run_1/cell_classes.png
Fill, decap, tap and diode cells in grey.
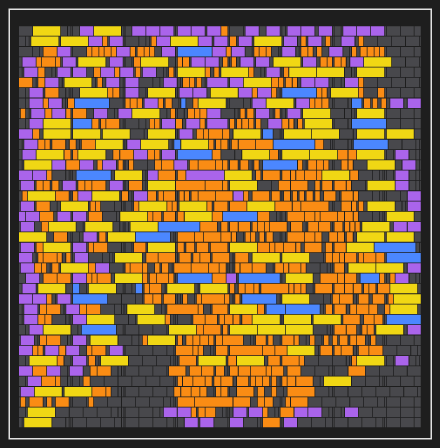
run_1/zoom.png
Bar = 20 um. Region (3, 3) to (53, 53) um. Cells in grey, sequential cells in the stronger grey; small squares are vias.
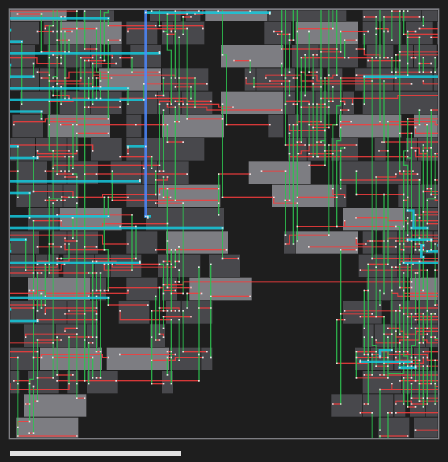
run_1/wire_density.png
Bar = 20 um. 22 x 23 tiles, from black (low) to pale yellow (high), scaled to the fullest tile. Values are wire area over tile area, all layers added.
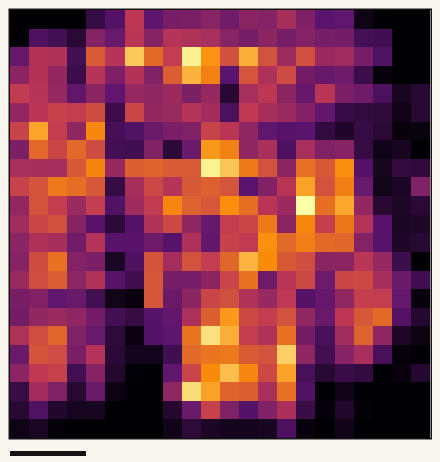
### src/rtl/flanger_delay_line.sv
// flanger_delay_line
//   Circular-buffer SRAM controller feeding the flanger mixer. Each accepted
//   sample strobe writes the live sample at wr_ptr, reads back the sample
//   cur_delay positions behind it (once the buffer holds enough history) and
//   presents it on delayed_data with a one-cycle delayed_valid pulse.
//   cur_delay sweeps between MIN_DELAY and MAX_DELAY as a triangle, one step
//   every SWEEP_DIV processed samples.
//
//   Optional build macro: FLANGER_OVERRUN_EN adds a sticky 'overrun' output.
//
// Ports
//   clk, n_rst          clock, synchronous active-low reset
//   flanger_en          block enable; low aborts any access and parks in IDLE
//   shift_en, sample_in sample strobe and live sample
//   sram_req/we/addr/wdata, sram_rdata, sram_ack   SRAM handshake
//   delayed_data, delayed_valid   delayed sample to the mixer
//   busy                high whenever the FSM is not IDLE
//   cur_delay           current delay in samples
//   overrun             (FLANGER_OVERRUN_EN only) sticky dropped-work flag
//
// state | meaning
// IDLE  | waiting for shift_en with flanger_en high
// WRITE | writing latched sample at wr_ptr
// READ  | reading sample at wr_ptr - cur_delay
// DONE  | delayed_valid high; pointer, fill and sweep advance on exit
module flanger_delay_line #(
  parameter int ADDR_W    = 10,
  parameter int DATA_W    = 32,
  parameter int MIN_DELAY = 16,
  parameter int MAX_DELAY = 512,
  parameter int SWEEP_DIV = 64
) (
  input  logic              clk,
  input  logic              n_rst,
  input  logic              flanger_en,
  input  logic              shift_en,
  input  logic [DATA_W-1:0] sample_in,
  output logic              sram_req,
  output logic              sram_we,
  output logic [ADDR_W-1:0] sram_addr,
  output logic [DATA_W-1:0] sram_wdata,
  input  logic [DATA_W-1:0] sram_rdata,
  input  logic              sram_ack,
  output logic [DATA_W-1:0] delayed_data,
  output logic              delayed_valid,
  output logic              busy,
  output logic [ADDR_W-1:0] cur_delay
`ifdef FLANGER_OVERRUN_EN
  ,
  output logic              overrun
`endif
);

  localparam int SWEEP_W = $clog2(SWEEP_DIV + 1);
  localparam logic [SWEEP_W-1:0] SWEEP_LAST = SWEEP_W'(SWEEP_DIV - 1);
  localparam logic [ADDR_W-1:0]  MIN_D      = ADDR_W'(MIN_DELAY);
  localparam logic [ADDR_W-1:0]  MAX_D      = ADDR_W'(MAX_DELAY);

  typedef enum logic [1:0] {
    S_IDLE  = 2'd0,
    S_WRITE = 2'd1,
    S_READ  = 2'd2,
    S_DONE  = 2'd3
  } state_t;

  state_t              state_q, state_d;
  logic [ADDR_W-1:0]   wr_ptr_q, wr_ptr_d;
  logic [ADDR_W-1:0]   fill_q, fill_d;
  logic [SWEEP_W-1:0]  sweep_cnt_q, sweep_cnt_d;
  logic                dir_down_q, dir_down_d;
  logic [ADDR_W-1:0]   cur_delay_q, cur_delay_d;
  logic [DATA_W-1:0]   wdata_q, wdata_d;
  logic [DATA_W-1:0]   dout_q, dout_d;
  logic                valid_q, valid_d;
  logic                req_q, req_d;
  logic                we_q, we_d;
  logic [ADDR_W-1:0]   addr_q, addr_d;
  logic                busy_q, busy_d;
  logic [ADDR_W-1:0]   rd_addr;
  logic [ADDR_W-1:0]   next_delay;
`ifdef FLANGER_OVERRUN_EN
  logic                overrun_q, overrun_d;
`endif

  always_comb begin
    state_d     = state_q;
    wr_ptr_d    = wr_ptr_q;
    fill_d      = fill_q;
    sweep_cnt_d = sweep_cnt_q;
    dir_down_d  = dir_down_q;
    cur_delay_d = cur_delay_q;
    wdata_d     = wdata_q;
    dout_d      = dout_q;
    valid_d     = 1'b0;
    next_delay  = cur_delay_q;
    // Modulo 2^ADDR_W wrap falls out of the fixed-width subtraction.
    rd_addr     = wr_ptr_q - cur_delay_q;

    if (!flanger_en) begin
      // Abort: drop any in-flight sample, everything else holds.
      state_d = S_IDLE;
    end else begin
      case (state_q)
        S_IDLE: begin
          if (shift_en) begin
            wdata_d = sample_in;
            state_d = S_WRITE;
          end
        end
        S_WRITE: begin
          if (sram_ack) begin
            if (fill_q >= cur_delay_q) begin
              state_d = S_READ;
            end else begin
              state_d = S_DONE;
              dout_d  = '0;
              valid_d = 1'b1;
            end
          end
        end
        S_READ: begin
          if (sram_ack) begin
            state_d = S_DONE;
            dout_d  = sram_rdata;
            valid_d = 1'b1;
          end
        end
        S_DONE: begin
          state_d  = S_IDLE;
          wr_ptr_d = wr_ptr_q + ADDR_W'(1);
          if (fill_q < MAX_D) fill_d = fill_q + ADDR_W'(1);
          if (sweep_cnt_q == SWEEP_LAST) begin
            sweep_cnt_d = '0;
            next_delay  = dir_down_q ? (cur_delay_q - ADDR_W'(1)) : (cur_delay_q + ADDR_W'(1));
            cur_delay_d = next_delay;
            // Turn around on reaching either bound; clamp keeps the range safe.
            if (next_delay >= MAX_D) begin
              cur_delay_d = MAX_D;
              dir_down_d  = 1'b1;
            end else if (next_delay <= MIN_D) begin
              cur_delay_d = MIN_D;
              dir_down_d  = 1'b0;
            end
          end else begin
            sweep_cnt_d = sweep_cnt_q + SWEEP_W'(1);
          end
        end
        default: state_d = S_IDLE;
      endcase
    end

    // SRAM outputs are registered from the next state.
    req_d  = (state_d == S_WRITE) || (state_d == S_READ);
    we_d   = (state_d == S_WRITE);
    busy_d = (state_d != S_IDLE);
    case (state_d)
      S_WRITE: addr_d = wr_ptr_d;
      S_READ:  addr_d = rd_addr;
      default: addr_d = '0;
    endcase

`ifdef FLANGER_OVERRUN_EN
    overrun_d = overrun_q;
    if ((state_q != S_IDLE) && (shift_en || !flanger_en)) begin
      overrun_d = 1'b1;
    end else if (!flanger_en && (state_q == S_IDLE)) begin
      overrun_d = 1'b0;
    end
`endif
  end

  always_ff @(posedge clk) begin
    if (!n_rst) begin
      state_q     <= S_IDLE;
      wr_ptr_q    <= '0;
      fill_q      <= '0;
      sweep_cnt_q <= '0;
      dir_down_q  <= 1'b0;
      cur_delay_q <= MIN_D;
      wdata_q     <= '0;
      dout_q      <= '0;
      valid_q     <= 1'b0;
      req_q       <= 1'b0;
      we_q        <= 1'b0;
      addr_q      <= '0;
      busy_q      <= 1'b0;
`ifdef FLANGER_OVERRUN_EN
      overrun_q   <= 1'b0;
`endif
    end else begin
      state_q     <= state_d;
      wr_ptr_q    <= wr_ptr_d;
      fill_q      <= fill_d;
      sweep_cnt_q <= sweep_cnt_d;
      dir_down_q  <= dir_down_d;
      cur_delay_q <= cur_delay_d;
      wdata_q     <= wdata_d;
      dout_q      <= dout_d;
      valid_q     <= valid_d;
      req_q       <= req_d;
      we_q        <= we_d;
      addr_q      <= addr_d;
      busy_q      <= busy_d;
`ifdef FLANGER_OVERRUN_EN
      overrun_q   <= overrun_d;
`endif
    end
  end

  assign sram_req      = req_q;
  assign sram_we       = we_q;
  assign sram_addr     = addr_q;
  assign sram_wdata    = wdata_q;
  assign delayed_data  = dout_q;
  assign delayed_valid = valid_q;
  assign busy          = busy_q;
  assign cur_delay     = cur_delay_q;
`ifdef FLANGER_OVERRUN_EN
  assign overrun       = overrun_q;
`endif

endmodule
### config.mk
export PLATFORM = sky130hd
export DESIGN_NAME = flanger_delay_line
export DESIGN_NICKNAME = d
export VERILOG_FILES = /design/src/rtl/flanger_delay_line.sv
export SDC_FILE = /design/constraint.sdc
export NUM_CORES = 1
export LEC_CHECK = 0
export CAP_MARGIN = 20
export CORE_AREA = 2 2 109 111
export CTS_CLUSTER_DIAMETER = 60
export DETAILED_ROUTE_END_ITERATION = 8
export DIE_AREA = 0 0 111 113
export PLACE_DENSITY = 0.8
export SETUP_SLACK_MARGIN = 0.4
export SYNTH_ARGS = -nofsm -noshare
export SYNTH_HDL_FRONTEND = slang
export SYNTH_SLANG_ARGS = --single-unit
### constraint.sdc
create_clock -name clk -period 5.8 [get_ports clk]
set_input_delay 1.16 -clock clk [delete_from_list [all_inputs] [get_ports clk]]
set_output_delay 1.16 -clock clk [all_outputs]
set_load 0.02 [all_outputs]
==> run notes, run 1 <==
Notes on the physical implementation.

- The pin closest to its max-slew limit shows a slew of 0.763 ns.
- Yosys printed 0 warnings.
- The largest stage delay on the critical path is 0.57 ns, for reference.
- The remaining design rule violation count is 0, for reference.
- The average instance in the mapped netlist occupies 8.72 sq um.
- For reference, the critical path cell chain is ha_1, nand2b_1, a21o_1, a211oi_1, o21ai_1, a32oi_1, nand2_1, ha_1, nand3_1, nor3b_1, nor2_1, o21a_1, nand2_1.
- The chip height is 113 um, for reference.
- The cts-stage hold buffer count is 0, for reference.
- The flip-flop cell with the highest count after synthesis is sky130_fd_sc_hd__dfxtp_1, for reference.
- Per the Yosys statistics, synthesis produced 660 cells.
- The cell count after synthesis came out at 660.
- After detailed routing, the total wire length is 15300 um.
- The final route contains 5249 vias.
- The first global-routing pass estimated 24400 um of wire.
- The netlist area before placement is 0.00575 sq mm, for reference.
- The average vias per placed instance is 5.45, for reference.
- The clock network latency to the later pin of the worst-skew pair is 0.42 ns, for reference.
- The final worst-path cycle share is 0.562, for reference.
- The tightest min-delay check is of the reg -> reg type.
- The final report lists the setup-violating endpoint count as 0.
- The async set or reset register ratio after synthesis is 0, for reference.
- The routability congestion estimate is 0.853, for reference.
- The clock net sink count is 118, for reference.
- The flow ran to the end, and the final reports show no timing, DRC or antenna violations.
- The flow measured a signed area growth from synthesis to layout of 40.1%.
- The layout net count is 919, for reference.
- Leaving out fill and tap cells, the most frequent cell in the layout is sky130_fd_sc_hd__clkdlybuf4s50_1.
- The critical path's slowest stage uses the library cell sky130_fd_sc_hd__dfxtp_1.
- In this run the worst setup path terminates at sram_addr[8]$_SDFF_PN0_.
- The critical path launch point is cur_delay[0]$_SDFFE_PN0P_, for reference.
- The final timing report lists a hold violation count of 0.
- The count of buffers from port buffering is 156, for reference.
- The worst setup path is of the reg -> reg kind.
- The fraction of final layout cells with drive strength greater than 1 is 0.0622, for reference.
- The worst setup path is launched from a register.
- The start of the worst register-to-register path is cur_delay[0]$_SDFFE_PN0P_, for reference.
- The clock tree from TritonCTS is built, for reference.
- The area of the chip is 0.0125 sq mm, for reference.
- In this run, the number of DRC markers left after iteration 0 of detailed routing was 284.
- The Yosys chip area is 0.00575 sq mm, for reference.
- The total CTS buffers is 17, for reference.
- The max-slew headroom at the worst pin is 0.491, for reference.
- The floorplan step records an initial core utilization of 0.510.
- The worst clock skew is 0.00783 ns, for reference.
- Looking at area per cell type in the netlist, the leader is sky130_fd_sc_hd__dfxtp_1.
About cell_classes.png:
[all other logic] orange | cells: 510
[other buffers and delay cells] purple | cells: 162
[flip-flops] yellow | cells: 118
[clock drivers and dummy loads] blue | cells: 30

About zoom.png:
[met1] red
[met2] green
[met3] cyan
[met4] blue
netlist names of flops here include: `delayed_data` (14), `fill_q` (5), `cur_delay` (2)
cells with their middle in the window: 160
sequential cells in the window: 21
most frequent: clkdlybuf4s50_1 (33), nand2_1 (21), dfxtp_1 (21)

About wire_density.png:
tiles over half the peak: 29%
mean over tiles: 0.20
densest ninth of the die: middle
fullest tile: 0.56

[run 1: final cells by class]
cell class,count,area [sq um]
multi-input cells,487,3180
repair buffers,162,1640
fillers,821,3210
flip-flops and latches,118,2360
inverters,23,86.3
clock buffers,21,470
clock inverters,9,150
well taps,143,179
[run 1: logic make-up (layout without fill, tap and decap cells)]
group | after synthesis | count (layout) | share of synthesized area
mux | 35 | 35 | 0.0611
flops | 118 | 118 | 0.411
compound gates | 118 | 118 | 0.138
buf+inv | 55 | 215 | 0.0387
xor+xnor | 34 | 34 | 0.0542
fa+ha+maj | 41 | 41 | 0.0918
simple gates | 259 | 259 | 0.206
[run 1: worst max-delay path: cells and delay by family, from the launching register on]
kind | cells | cell delay (ns)
fa+ha+maj | 2 | 0.66
simple gates | 6 | 0.95
compound gates | 5 | 1.03
flops | 1 | 0.57
[run 1: worst min-delay path by stage]
stage	from	endpoint	slack [ns]	cells past startpoint
after floorplan	sweep_cnt_q[1]$_SDFFE_PN0P_	sweep_cnt_q[1]$_SDFFE_PN0P_	0.45	2
after global placement	delayed_data[18]$_SDFFE_PN0P_	delayed_data[18]$_SDFFE_PN0P_	0.44	2
after detailed placement	sram_wdata[8]$_SDFFE_PN0P_	sram_wdata[8]$_SDFFE_PN0P_	0.45	2
after CTS	sram_wdata[8]$_SDFFE_PN0P_	sram_wdata[8]$_SDFFE_PN0P_	0.45	2
after global routing	sram_wdata[29]$_SDFFE_PN0P_	sram_wdata[29]$_SDFFE_PN0P_	0.47	2
final	sram_wdata[8]$_SDFFE_PN0P_	sram_wdata[8]$_SDFFE_PN0P_	0.45	2
[run 1: per-layer routing]
layer	vias up	global-route usage	wire, um
li1	2564	-	-
met1	2453	0.270	6120
met2	197	0.408	7600
met3	35	0.0884	1190
met4	0	0.103	374
met5	-	0	0
[run 1: registers in the layout (all words and copies together), names as in the netlist]
signal / count
delayed_data: 32
wr_ptr_q: 10
busy: 1
sram_wdata: 32
sweep_cnt_q: 7
delayed_valid: 1
sram_req: 1
state_q: 2
fill_q: 10
sram_addr: 10
cur_delay: 10
dir_down_q: 1
sram_we: 1
[run 1: stage by stage]
step	total power (W)	util	hold slack (ns)	setup slack [ns]	area [sq um]
detailed placement	0.00100	0.655	0.447	2.41	7380
global route	0.00216	0.715	0.474	2.21	8060
floorplan	0.000917	-	0.454	3.03	5750
global placement	0.000998	0.655	0.442	2.50	7380
finish	0.00210	0.715	0.450	2.54	8060
CTS	0.00210	0.710	0.454	2.53	8000
[run 1: synthesized netlist by cell type, drive strengths merged (2+ instances only)]
cell	count
inv	23
dfxtp	118
a21o	5
o32ai	7
xnor2	14
o21ai	16
o21a	3
nand3	43
nand2b	8
a21oi	55
a31oi	3
a32oi	2
nor3	5
o22ai	4
o31ai	2
o211a	4
and2	7
or3	2
and3	8
mux2i	34
a2bb2oi	2
a211oi	5
xor2	19
nor2	42
nand4	7
and4	2
nor3b	3
clkbuf	25
a22oi	3
ha	39
buf	7
nor2b	3
nand2	125
o21bai	2
fa	2
[run 1: where the power goes]
group          switching, W  internal [W]  total, W
Clock              0.000365      0.000745   0.00111
Sequential       0.00000660      0.000825  0.000832
Combinational     0.0000775     0.0000809  0.000158
Total              0.000449       0.00165   0.00210
run_1/final_placement.png
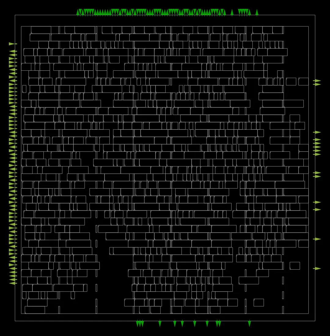

==> run 2: changes to the inputs <==
CORE_AREA = 2 2 118 120   (was 2 2 109 111)
DIE_AREA = 0 0 120 122   (was 0 0 111 113)
PLACE_DENSITY = 0.72   (was 0.8)
clock period = 2.75 ns   (was 5.8 ns; I/O delays follow)
run_2/final_placement.png
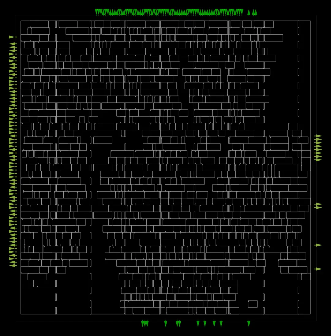
post-layout util: 0.632
Row Count: 43
area of the core region: 0.0135 sq mm

==> run 2 against run 1 <==
Net effect: first-iteration DRC count increased by 13%; cell count grew 6.6%; via count increased by 2.1%; sequential power rose by 110%; utilization down 8.4 points; routed wire length rose by 5.3%; combinational power grew 120%; non-clock buffer count rose by 25; setup slack worse by 2.3 ns.
==> run notes, run 2 <==
Notes on the physical implementation.

- The critical-path cell with the highest stage delay is sky130_fd_sc_hd__dfxtp_4 (was sky130_fd_sc_hd__dfxtp_1), for reference.
- The remaining design rule violation count is 0 (unchanged), for reference.
- The switching power share of the total is 0.224 (was 0.214), for reference.
- The wire length of the first global-routing pass was 25400 um (was 24400 um).
- Leading post-synthesis cells by instance count: sky130_fd_sc_hd__nand2_1 (125), sky130_fd_sc_hd__dfxtp_1 (118), sky130_fd_sc_hd__a21oi_1 (55), sky130_fd_sc_hd__nand3_1 (42), sky130_fd_sc_hd__nor2_1 (42) (unchanged).
- The clock net sink count came to 118 (unchanged).
- The worst-case setup margin in the final layout is 0.254 ns (was 2.54 ns), for reference.
- The routability congestion estimate was 0.947 (was 0.853).
- The fraction of final layout cells with drive strength greater than 1 is 0.153 (was 0.0622), for reference.
- Result of the run: finished clean (unchanged).
- The flip-flop cell with the highest count after synthesis is sky130_fd_sc_hd__dfxtp_1 (unchanged).
- The chip height is 122 um (was 113 um).
- The Yosys chip area was 0.00575 sq mm (unchanged).
- The layout filler cell count is 1061 (was 821), for reference.
- The number of synthesis warnings was 0 (unchanged).
- The most numerous logic cell after layout was sky130_fd_sc_hd__clkdlybuf4s50_1 (unchanged).
- The register area came to 0.00239 sq mm (was 0.00236 sq mm).
- The number of cell instances after yosys synthesis is 660 (unchanged), for reference.
- The largest stage delay on the critical path came to 0.34 ns (was 0.57 ns).
- The library cell occupying the most area in the post-synthesis netlist is sky130_fd_sc_hd__dfxtp_1 (unchanged).
- The DRC violation total after the first TritonRoute iteration was 321 (was 284).
- The critical path class was reg -> reg (unchanged).
- The measured slew at the worst slew-check pin is 0.523 ns (was 0.763 ns).
- The async set or reset register ratio after synthesis is 0 (unchanged), for reference.
- The part of the total power dissipated in combinational logic is 0.082 (was 0.075), for reference.
- The total net switching power is 0.000948 W (was 0.000449 W).
- The average vias per placed instance is 5.22 (was 5.45).
- The max-slew headroom at the worst pin is 0.648 (was 0.491), for reference.
- The worst slack after detailed placement was 0.149 ns (was 2.41 ns).
- The total wire length after detailed routing is 16100 um (was 15300 um), for reference.
- The netlist area before placement was 0.00575 sq mm (unchanged).
- The total power of the final layout was 0.00422 W (was 0.00210 W).
- The clock power share is 0.504 (was 0.528).
- The total CTS buffers came to 17 (unchanged).
- The count of buffers from port buffering is 156 (unchanged), for reference.
run 2: path summary, 6_finish.rpt:
| check | from | endpoint | slack [ns] | cells after the start |
|---|---|---|---|---|
| min | delayed_data[5]$_SDFFE_PN0P_ | delayed_data[5]$_SDFFE_PN0P_ | 0.45 | 2 |
| max reg2reg | cur_delay[5]$_SDFFE_PN0P_ | sram_addr[8]$_SDFF_PN0_ | 0.25 | 14 |
| max | cur_delay[5]$_SDFFE_PN0P_ | sram_addr[8]$_SDFF_PN0_ | 0.25 | 14 |
| min reg2reg | delayed_data[5]$_SDFFE_PN0P_ | delayed_data[5]$_SDFFE_PN0P_ | 0.45 | 2 |
run 2: power by group through the flow:
stage / Sequential, W / Combinational (W) / Clock, W
final: 0.00175 / 0.000347 / 0.00213
after global routing: 0.00175 / 0.000372 / 0.00223
after CTS: 0.00175 / 0.000346 / 0.00216
after detailed placement: 0.00178 / 0.000340 / 0
after global placement: 0.00178 / 0.000336 / 0
after floorplan: 0.00182 / 0.000120 / 0
run 2: routing by layer:
| metal | part of all wire | wire length, um | up-vias | global-route usage |
|---|---|---|---|---|
| met5 | 0 | 0 | - | 0 |
| met4 | 0.025 | 396 | 0 | 0.107 |
| met3 | 0.074 | 1190 | 40 | 0.0721 |
| met2 | 0.49 | 7870 | 205 | 0.366 |
| met1 | 0.41 | 6640 | 2490 | 0.255 |
| li1 | - | - | 2626 | - |
run 2: cell type report:
cell class                      count  share of cell area
Clock buffer                       25              0.0594
Timing Repair Buffer              187               0.212
Tap cell                          180              0.0264
Inverter                           23              0.0104
Multi-Input combinational cell    487               0.403
Sequential cell                   118               0.280
Clock inverter                      7             0.00792
run 2: logic make-up after synthesis:
group           after synthesis  share of synthesized area
compound gates              118                      0.138
xor+xnor                     34                     0.0542
fa+ha+maj                    41                     0.0918
buf+inv                      55                     0.0387
flops                       118                      0.411
mux                          35                     0.0611
simple gates                259                      0.206
run 2: critical path, delay by kind of cell (launching register included):
| kind | cells | cell delay [ns] |
|---|---|---|
| buf+inv | 1 | 0.09 |
| compound gates | 6 | 0.91 |
| flops | 1 | 0.34 |
| fa+ha+maj | 2 | 0.52 |
| simple gates | 5 | 0.56 |
run 2: what timing repair did:
action / 4_1_cts / 5_1_grt
setup buffers: 8 / 5
endpoints found under the setup margin: 18 / 19
gates resized: 22 / 16
hold buffers: 0 / 0
pin swaps: 12 / 12
cloned: 0 / 0
run 2: per-stage QoR:
stage | cell area [sq um] | util
after floorplan | 5880 | -
after global placement | 7680 | 0.569
after detailed placement | 7680 | 0.569
after CTS | 8420 | 0.624
after global routing | 8530 | 0.632
final | 8530 | 0.632
==> run 3: changes to the inputs <==
CAP_MARGIN = 10   (was 20)
run_3/final_placement.png
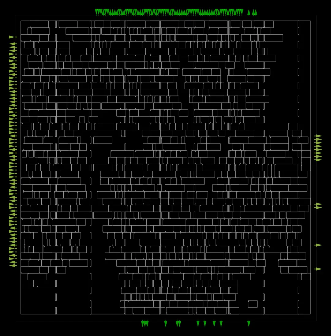
sequential share of cell area: 0.280
num tapcells: 180

==> run 3 against run 2 <==
Net effect: sequential cell count unchanged; design area unchanged; die size unchanged; synthesized cell count unchanged; critical endpoint unchanged; largest power group unchanged.
==> run notes, run 3 <==
Notes on the physical implementation.

- The total via count in the routed design is 5361 (unchanged), for reference.
- The compound-cell area share of the yosys netlist is 0.138 (unchanged), for reference.
- The synthesis-to-finish area growth was 48.2% (unchanged).
- The total wire length after detailed routing came to 16100 um (unchanged).
- The largest stage delay on the critical path is 0.34 ns (about the same), for reference.
- The clock net sink count is 118 (unchanged).
- The async set or reset register ratio after synthesis is 0 (unchanged).
- The buffer and inverter count on the worst path is 1 (unchanged), for reference.
- The chip height is 122 um (unchanged).
- The worst clock skew is 0.00878 ns (unchanged).
- The prevailing logic family in the synthesized netlist is simple AND/OR/NAND/NOR gates (unchanged).
- The area of the chip was 0.0146 sq mm (unchanged).
- The Yosys chip area came to 0.00575 sq mm (unchanged).
- The critical path class is reg -> reg (unchanged), for reference.
- The fraction of final layout cells with drive strength greater than 1 is 0.153 (unchanged), for reference.
- The total CTS buffers is 17 (unchanged).
- The layout net count is 944 (unchanged), for reference.
- The number of core rows came to 43 (unchanged).
- The post-synthesis xor/xnor area fraction is 0.0542 (unchanged), for reference.
- The switching power share of the total was 0.224 (unchanged).
- The average vias per placed instance is 5.22 (unchanged), for reference.
- Leading post-synthesis cells by instance count: sky130_fd_sc_hd__nand2_1 (125), sky130_fd_sc_hd__dfxtp_1 (118), sky130_fd_sc_hd__a21oi_1 (55), sky130_fd_sc_hd__nand3_1 (42), sky130_fd_sc_hd__nor2_1 (42) (unchanged).
- The clock network latency to the later pin of the worst-skew pair was 0.42 ns (about the same).
- The netlist area before placement is 0.00575 sq mm (unchanged).
- The sequential share of power is 0.414 (about the same).
- The design internal power is 0.00328 W (unchanged), for reference.
- The count of buffers from port buffering is 156 (unchanged).
- The fraction of synthesized area in multiplexers was 0.0611 (unchanged).
- The kind of start point of the critical path is a register (unchanged).
- The clock power share came to 0.504 (about the same).
- The fraction of the mapped netlist area in adder cells is 0.0918 (unchanged), for reference.
- The mean cell area of the mapped netlist came to 8.72 sq um (unchanged).
- The instance count of the mapped netlist is 660 (unchanged), for reference.
- The most common cell in the synthesized netlist is sky130_fd_sc_hd__nand2_1 (unchanged), for reference.
- The synthesized-area fraction occupied by and/or/nand/nor cells is 0.206 (unchanged), for reference.
- The core footprint came to 0.0135 sq mm (unchanged).
- The initial core utilization is 0.426 (unchanged), for reference.
- The total net switching power came to 0.000948 W (unchanged).
- The number of synthesis warnings came to 0 (unchanged).
- The wire length of the first global-routing pass is 25400 um (unchanged).
- The library cell occupying the most area in the post-synthesis netlist is sky130_fd_sc_hd__dfxtp_1 (unchanged).
- The gate family responsible for the most delay along the worst path is AND-OR/OR-AND gates (unchanged), for reference.
- The worst hold path class is reg -> reg (unchanged), for reference.
- Result of the run: finished clean (unchanged).
==> run 3: cell counts after synthesis <==
Identical to the previous run, type by type.
==> run 3: power by group through the flow <==
stage | clock network (W) | registers (W) | logic [W]
4_1_cts | 0.00216 | 0.00175 | 0.000346
5_1_grt | 0.00223 | 0.00175 | 0.000372
3_3_place_gp | 0 | 0.00178 | 0.000336
3_5_place_dp | 0 | 0.00178 | 0.000340
2_1_floorplan | 0 | 0.00182 | 0.000120
6_report | 0.00213 | 0.00175 | 0.000347
==> run 3: metal layers <==
metal  global-route usage  part of all wire  up-vias
li1                     -                 -     2626
met1                0.255              0.41     2490
met2                0.366              0.49      205
met3               0.0721             0.074       40
met4                0.107             0.025        0
met5                    0                 0        -
==> run 3: worst reg2reg max path, cell delays in order (launching register included) <==
cell                      delay (ns)
sky130_fd_sc_hd__dfxtp_4        0.34
sky130_fd_sc_hd__inv_2          0.09
sky130_fd_sc_hd__ha_4           0.21
sky130_fd_sc_hd__a21o_1         0.15
sky130_fd_sc_hd__a21o_1         0.18
sky130_fd_sc_hd__a21oi_2        0.14
sky130_fd_sc_hd__o21ai_2        0.09
sky130_fd_sc_hd__a32oi_2        0.26
sky130_fd_sc_hd__nand2_2        0.12
sky130_fd_sc_hd__ha_4           0.31
sky130_fd_sc_hd__nand3_4        0.11
sky130_fd_sc_hd__nor3b_2        0.22
sky130_fd_sc_hd__nor2_1         0.06
sky130_fd_sc_hd__o21a_1         0.09
sky130_fd_sc_hd__nand2_1        0.06
==> run 3: worst paths after layout <==
path / start / to / slack (ns) / cells past startpoint
worst max-delay path: cur_delay[5]$_SDFFE_PN0P_ / sram_addr[8]$_SDFF_PN0_ / 0.25 / 14
worst min-delay path: delayed_data[5]$_SDFFE_PN0P_ / delayed_data[5]$_SDFFE_PN0P_ / 0.45 / 2
worst max register to register: cur_delay[5]$_SDFFE_PN0P_ / sram_addr[8]$_SDFF_PN0_ / 0.25 / 14
worst min register to register: delayed_data[5]$_SDFFE_PN0P_ / delayed_data[5]$_SDFFE_PN0P_ / 0.45 / 2
==> run 3: final cells by class <==
class	instances	area, sq um	share of cell area
Clock inverter	7	67.6	0.00792
Clock buffer	25	507	0.0594
Timing Repair Buffer	187	1810	0.212
Inverter	23	88.8	0.0104
Multi-Input combinational cell	487	3440	0.403
Tap cell	180	225	0.0264
Sequential cell	118	2390	0.280
==> run 3: cell families after synthesis <==
group | Yosys count
mux | 35
compound gates | 118
xor+xnor | 34
buf+inv | 55
flops | 118
fa+ha+maj | 41
simple gates | 259
==> run 3: what timing repair did <==
action,in CTS,in global routing
buffers inserted,8,5
pin swaps,12,12
gates resized,22,16
endpoints found under the setup margin,18,19
==> run 3: stage by stage <==
| step | instance area (sq um) | utilization | setup slack [ns] | std cells | total power (W) |
|---|---|---|---|---|---|
| after floorplan | 5880 | - | 0.399 | 660 | 0.00194 |
| after global placement | 7680 | 0.569 | 0.208 | 982 | 0.00212 |
| after detailed placement | 7680 | 0.569 | 0.149 | 982 | 0.00212 |
| after CTS | 8420 | 0.624 | 0.278 | 1022 | 0.00425 |
| after global routing | 8530 | 0.632 | 0.130 | 1027 | 0.00435 |
| final | 8530 | 0.632 | 0.254 | 1027 | 0.00422 |
Power and IR drop assume default switching activity.
